## config.mk

```make
export PLATFORM = sky130hd
export DESIGN_NAME = zbt_voice_scheduler
export DESIGN_NICKNAME = d
export VERILOG_FILES = /design/src/rtl/zbt_voice_scheduler.sv
export SDC_FILE = /design/constraint.sdc
export NUM_CORES = 1
export LEC_CHECK = 0
export CELL_PAD_IN_SITES_DETAIL_PLACEMENT = 2
export CELL_PAD_IN_SITES_GLOBAL_PLACEMENT = 2
export CORE_UTILIZATION = 32
export CTS_CLUSTER_SIZE = 12
export DETAILED_ROUTE_END_ITERATION = 10
export HOLD_SLACK_MARGIN = 0.08
export PLACE_DENSITY = 0.86
export SLEW_MARGIN = 25
export SYNTH_ARGS = -nofsm -noshare
export SYNTH_HDL_FRONTEND = slang
export SYNTH_SLANG_ARGS = --single-unit
export TNS_END_PERCENT = 50
```

## constraint.sdc

```tcl
create_clock -name clock -period 5.25 [get_ports clock]
set_input_delay 1.05 -clock clock [delete_from_list [all_inputs] [get_ports clock]]
set_output_delay 1.05 -clock clock [all_outputs]
set_load 0.03 [all_outputs]
```

## src/rtl/zbt_voice_scheduler.sv

```systemverilog
// rtl/zbt_voice_scheduler.sv - polyphonic ZBT sample sequencer and saturating mixer for the AC97 path
module zbt_voice_scheduler #(
  parameter int NUM_VOICES    = 4,
  parameter int RECORDING_LEN = 16384,
  parameter int READ_LAT      = 2,
  parameter int ADDR_W        = 19
) (
  input  logic                         clock,
  input  logic                         reset,
  input  logic                         ready,
  input  logic [NUM_VOICES-1:0]        voice_trigger,
  input  logic [NUM_VOICES-1:0]        voice_release,
  input  logic [NUM_VOICES*ADDR_W-1:0] voice_base,
  input  logic [35:0]                  zbt_rdata,
  output logic [ADDR_W-1:0]            zbt_addr,
  output logic                         zbt_we_n,
  output logic [7:0]                   to_ac97_data,
  output logic                         sample_valid,
  output logic [NUM_VOICES-1:0]        voices_active,
  output logic                         busy,
  output logic                         overrun
);

  localparam int VW    = $clog2(NUM_VOICES);
  localparam int OW    = $clog2(RECORDING_LEN);
  localparam int ACC_W = 8 + VW;
  localparam int WW    = $clog2(READ_LAT + 1);

  typedef enum logic [2:0] {S_IDLE, S_ISSUE, S_WAIT, S_CAPTURE, S_MIX} state_t;

  state_t                  state_q, state_d;
  logic [VW-1:0]           slot_q, slot_d;
  logic [WW-1:0]           wait_q, wait_d;
  logic [ACC_W-1:0]        acc_q, acc_d;
  logic [NUM_VOICES-1:0]   act_q, act_d;
  logic [OW-1:0]           off_q [NUM_VOICES];
  logic [OW-1:0]           off_d [NUM_VOICES];
  logic [NUM_VOICES-1:0]   trig_pend_q, trig_pend_d;
  logic [NUM_VOICES-1:0]   rel_pend_q, rel_pend_d;
  logic [ADDR_W-1:0]       zbt_addr_q, zbt_addr_d;
  logic [7:0]              dout_q, dout_d;
  logic                    sample_valid_q, sample_valid_d;
  logic                    overrun_q, overrun_d;
  logic                    issue_next;
  logic [ADDR_W-1:0]       base_arr [NUM_VOICES];
  logic                    unused_rdata_hi;

  // Only the low byte of the ZBT word carries PCM data.
  assign unused_rdata_hi = ^zbt_rdata[35:8];

  // Unflatten the per-voice base addresses.
  always_comb begin
    for (int v = 0; v < NUM_VOICES; v++) begin
      base_arr[v] = voice_base[v*ADDR_W +: ADDR_W];
    end
  end

  // Clamp the wide signed accumulator to the signed 8-bit output range.
  function automatic logic [7:0] sat8(input logic [ACC_W-1:0] a);
    if ((&a[ACC_W-1:7]) || !(|a[ACC_W-1:7])) begin
      return a[7:0];
    end
    return a[ACC_W-1] ? 8'h80 : 8'h7f;
  endfunction

  // Next-state logic: mask capture, slot sequencing, accumulation and mixing.
  always_comb begin
    state_d        = state_q;
    slot_d         = slot_q;
    wait_d         = wait_q;
    acc_d          = acc_q;
    act_d          = act_q;
    off_d          = off_q;
    trig_pend_d    = trig_pend_q | voice_trigger;
    rel_pend_d     = rel_pend_q | voice_release;
    zbt_addr_d     = zbt_addr_q;
    dout_d         = dout_q;
    sample_valid_d = 1'b0;
    overrun_d      = overrun_q | (ready && (state_q != S_IDLE));
    issue_next     = 1'b0;

    unique case (state_q)
      S_IDLE: begin
        if (ready) begin
          // Pulses arriving on this very cycle are folded in; trigger beats release.
          for (int v = 0; v < NUM_VOICES; v++) begin
            if (trig_pend_d[v]) begin
              act_d[v] = 1'b1;
              off_d[v] = '0;
            end else if (rel_pend_d[v]) begin
              act_d[v] = 1'b0;
            end
          end
          trig_pend_d = '0;
          rel_pend_d  = '0;
          acc_d       = '0;
          slot_d      = '0;
          state_d     = S_ISSUE;
          issue_next  = 1'b1;
        end
      end
      S_ISSUE: begin
        wait_d  = WW'(1);
        state_d = (READ_LAT == 1) ? S_CAPTURE : S_WAIT;
      end
      S_WAIT: begin
        if (wait_q >= WW'(READ_LAT - 1)) begin
          state_d = S_CAPTURE;
        end else begin
          wait_d = wait_q + WW'(1);
        end
      end
      S_CAPTURE: begin
        if (act_q[slot_q]) begin
          acc_d = acc_q + {{(ACC_W-8){zbt_rdata[7]}}, zbt_rdata[7:0]};
          if (off_q[slot_q] == OW'(RECORDING_LEN - 1)) begin
            off_d[slot_q] = '0;
            act_d[slot_q] = 1'b0;
          end else begin
            off_d[slot_q] = off_q[slot_q] + OW'(1);
          end
        end
        if (slot_q == VW'(NUM_VOICES - 1)) begin
          // Output registers load on entry to MIX so the pulse is visible during MIX.
          dout_d         = sat8(acc_d);
          sample_valid_d = 1'b1;
          state_d        = S_MIX;
        end else begin
          slot_d     = slot_q + VW'(1);
          state_d    = S_ISSUE;
          issue_next = 1'b1;
        end
      end
      S_MIX: begin
        state_d = S_IDLE;
      end
      default: begin
        state_d = S_IDLE;
      end
    endcase

    // Address is registered on entry to ISSUE; idle slots leave the bus unchanged.
    if (issue_next && act_d[slot_d]) begin
      zbt_addr_d = base_arr[slot_d] + ADDR_W'(off_d[slot_d]);
    end
  end

  // State and registered outputs.
  always_ff @(posedge clock or negedge reset) begin
    if (!reset) begin
      state_q        <= S_IDLE;
      slot_q         <= '0;
      wait_q         <= '0;
      acc_q          <= '0;
      act_q          <= '0;
      for (int v = 0; v < NUM_VOICES; v++) begin
        off_q[v] <= '0;
      end
      trig_pend_q    <= '0;
      rel_pend_q     <= '0;
      zbt_addr_q     <= '0;
      dout_q         <= '0;
      sample_valid_q <= 1'b0;
      overrun_q      <= 1'b0;
    end else begin
      state_q        <= state_d;
      slot_q         <= slot_d;
      wait_q         <= wait_d;
      acc_q          <= acc_d;
      act_q          <= act_d;
      off_q          <= off_d;
      trig_pend_q    <= trig_pend_d;
      rel_pend_q     <= rel_pend_d;
      zbt_addr_q     <= zbt_addr_d;
      dout_q         <= dout_d;
      sample_valid_q <= sample_valid_d;
      overrun_q      <= overrun_d;
    end
  end

  assign zbt_addr      = zbt_addr_q;
  assign zbt_we_n      = 1'b1;
  assign to_ac97_data  = dout_q;
  assign sample_valid  = sample_valid_q;
  assign voices_active = act_q;
  assign busy          = (state_q != S_IDLE);
  assign overrun       = overrun_q;

endmodule
```

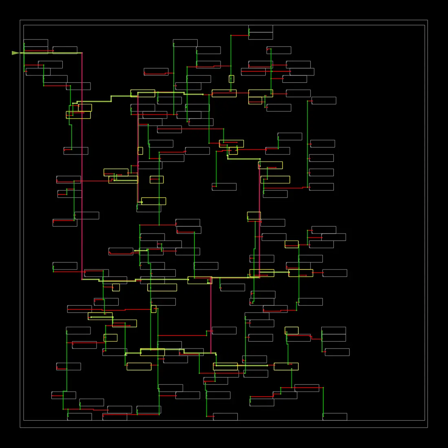
Fig. 1. Clock routing.
Fin Clk Skew: 0.0143 ns
Clock Sinks: 114
CTS buffer count: 17
FF+latch count: 114

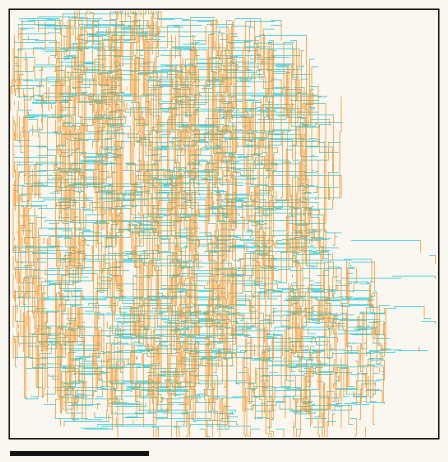
Fig. 2. Metal layers overlaid.
The bar under the picture is 50 um long. Only two layers are drawn.
Key: orange = M2 [wire length 17700 um]; cyan = M1 [wire length 12800 um]
routed length per instance: 27.8 um
total track usage: 28.9%
drt total wl: 33200 um
routed vias: 7238

==> reports/results.tsv <==
metric	value	unit
path_clk_slew	0.06	ns
r2r_setup_slack	0.14	ns
cts_resized	7	
cp_slowest_cell	or4_4	
synthFlopType	dfrtp_1	
antennaDiodeCount	0	
clock_latency	0.43	ns
cp_max_fo	27	
finalCritPeriodShare	97.4	%
io_buffers	128	
ys_warn_count	0	
endpoint	zbt_addr[14]	
leakagePower	4.20	nW
hold_buffers	0	
dp_slack	-0.119	ns
final_nets	1046	
syn_avg_cell_area	10.0	um2
area_growth_syn_to_layout	33.6	%
root_buffer	clkbuf_16	
r2r-start	slot_q[0]	
floorplan.nets	892	
gp_congestion	0.801	
powerDensity	645	nW/um2
top_cells_by_area	dfrtp_1 (38%), mux4_2 (7.9%), mux2i_1 (5.8%), o21ai_0 (5.2%), nand2_1 (4.3%)	
numSynthFlops	114	
critPathArrivalTime	5.39	ns
r2r_cells	19	
end_kind	flop	
cts_tree	yes	
edf_count	0	
first_pass_iters	4	
maxSlewViolCount	0	
yosys.cell_types.count	66	
synth_cells	742	
mi_logic_area	4360	um2
critPathLaunchType	flop	
ys_seq_share	38.5	%
maxCapViolCount	0	
finalWorstSetupSlack	0.135	ns
drive_gt1_share	15.0	%
max_slew_margin	43.8	%
min-delay-path-class	reg2reg	
antenna_found_initial	0	
cts_max_path_buffers	2	
cp_slowest_stage_delay	0.48	ns
worstHoldStart	rel_pend_q[3]	
async_flop_share	100	%
layout_top_cell	clkdlybuf4s50_1	
regArea	2850	um2
yosys.area.top_type_share	38.5	%
grt.overflow.total	0	
cts_setup_buffers	0	
final-setup-viol-count	0	
vias_per_cell	6.06	
drt_iter0_markers	306	
max_freq	196	MHz
hold_viol_final	0	
worstMarginPinSlew	0.840	ns
rows	55	
ys_cells	742	
initCoreUtil	32.7	%
min_period	5.11	ns
grt_pass1_vias	8420	
pin_count	158	
netlist_area	7420	um2
outcome	complete, no violations	
yosysTopAreaCell	dfrtp_1	
ant_nets	0	
n_fill_cell	2373	
setup_tns	0	ns
cp_data_required_time	5.52	ns
warning_count	54	
hpwl	20300	um
crit_type	reg2reg	
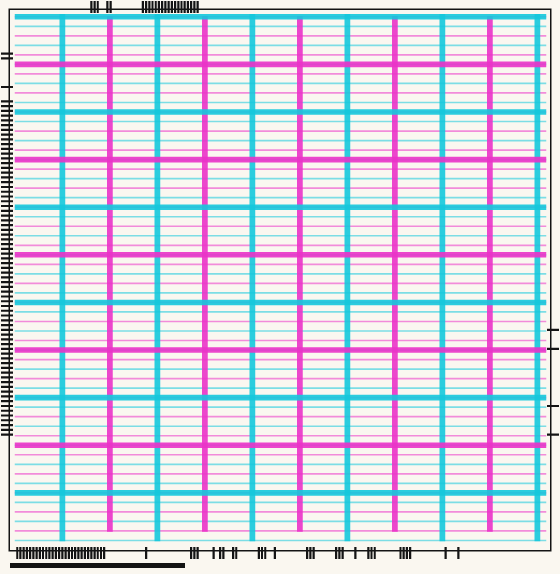
Fig. 3. PDN straps and rails.
The bar under the picture is 50 um long. Pins as bars on the die edge.
Key: magenta = VDD; cyan = VSS
11 straps on met5. The core has 55 rows. 56 met1 rails follow the rows.
core area: 22700 um2
chip height: 154 um
VDD IR max: 0.300 mV
die width: 154 um

==> sequential cells by signal (all words and copies together), names as in the netlist <==
signal / flops
wait_q: 2
voices_active: 4
trig_pend_q: 4
acc_q: 10
overrun: 1
to_ac97_data: 8
rel_pend_q: 4
state_q: 3
zbt_addr: 19
slot_q: 2
off_q: 56
sample_valid: 1
==> logic make-up (layout without fill, tap and decap cells) <==
kind of cell	count (synthesis)	in the layout	share of synthesized area [%]
AND/OR/NAND/NOR	232	232	14.8
other	1	1	0.0506
buffers and inverters	53	220	3.54
adder cells (fa/ha/maj)	27	27	4.76
XOR/XNOR	25	25	2.95
multiplexers	84	84	17.6
flip-flops	114	114	38.5
AND-OR/OR-AND	206	206	17.8
==> power by group <==
part           internal (mW)  total [mW]  switching, mW
clock                  0.833        1.27          0.440
combinational           1.48        3.75           2.27
sequential              1.11        1.37          0.262
==> worst max-delay path, delay by kind of cell, from the launching register on <==
kind                       cells  cell delay, ns
AOI/OAI and AO/OA              6            1.23
buffers and inverters          2            0.35
and+or+nand+nor                4            1.06
adders and majority gates      3            0.92
muxes                          3            0.78
DFF                            1            0.41
xor gates and xnor gates       1            0.21
==> how the worst min path moves through the flow <==
stage,end,slack (ns),depth (start not counted)
after floorplan,rel_pend_q[0],0.44,2
after global placement,overrun,0.44,1
after detailed placement,overrun,0.45,1
after CTS,rel_pend_q[3],0.49,2
after global routing,rel_pend_q[3],0.53,2
final,rel_pend_q[3],0.49,2
==> routing by layer <==
layer	up-vias	share of wire (%)	track usage, %	routed length (um)
li1	3089	-	-	-
met1	3780	39	31.9	12800
met2	282	53	52.1	17700
met3	87	4.1	5.58	1350
met4	0	4.2	16.0	1390
met5	-	0	0	0
==> cells in the mapped netlist (5+ instances only) <==
cell type  count
dfrtp_1      114
nand2_1       84
o21ai_0       77
nor2_1        59
mux2i_1       43
a21oi_1       32
mux4_2        26
ha_1          25
nand3_1       20
nor3_1        19
clkbuf_1      17
xnor2_1       17
inv_1         15
a22o_1        14
a31oi_1       11
buf_2         11
a21o_1        10
and2_1        10
o211ai_1       9
a211oi_1       8
mux4_1         8
xor2_1         8
nand4_1        7
o21a_1         7
a211o_1        6
mux2_2         6
o311ai_0       6
nor2b_1        5
o21ai_1        5
==> metrics by stage <==
stage          total power [mW]  utilization [%]  cell area (um2)  cells
6_report                   6.40             43.7             9910   1194
5_1_grt                    6.67             43.7             9910   1194
4_1_cts                    6.35             43.6             9890   1194
3_5_place_dp               4.84             40.6             9230   1162
3_3_place_gp               4.65             40.6             9220   1162
2_1_floorplan              3.56                -             7420    742
==> area by class of cell <==
class | count | area share (%)
Multi-Input combinational cell | 575 | 44.0
Sequential cell | 114 | 28.8
Timing Repair Buffer | 173 | 16.6
Clock buffer | 24 | 5.26
Tap cell | 285 | 3.60
Clock inverter | 8 | 1.22
Inverter | 15 | 0.568
Power figures rest on the tool's default switching activity, not on a simulated workload.
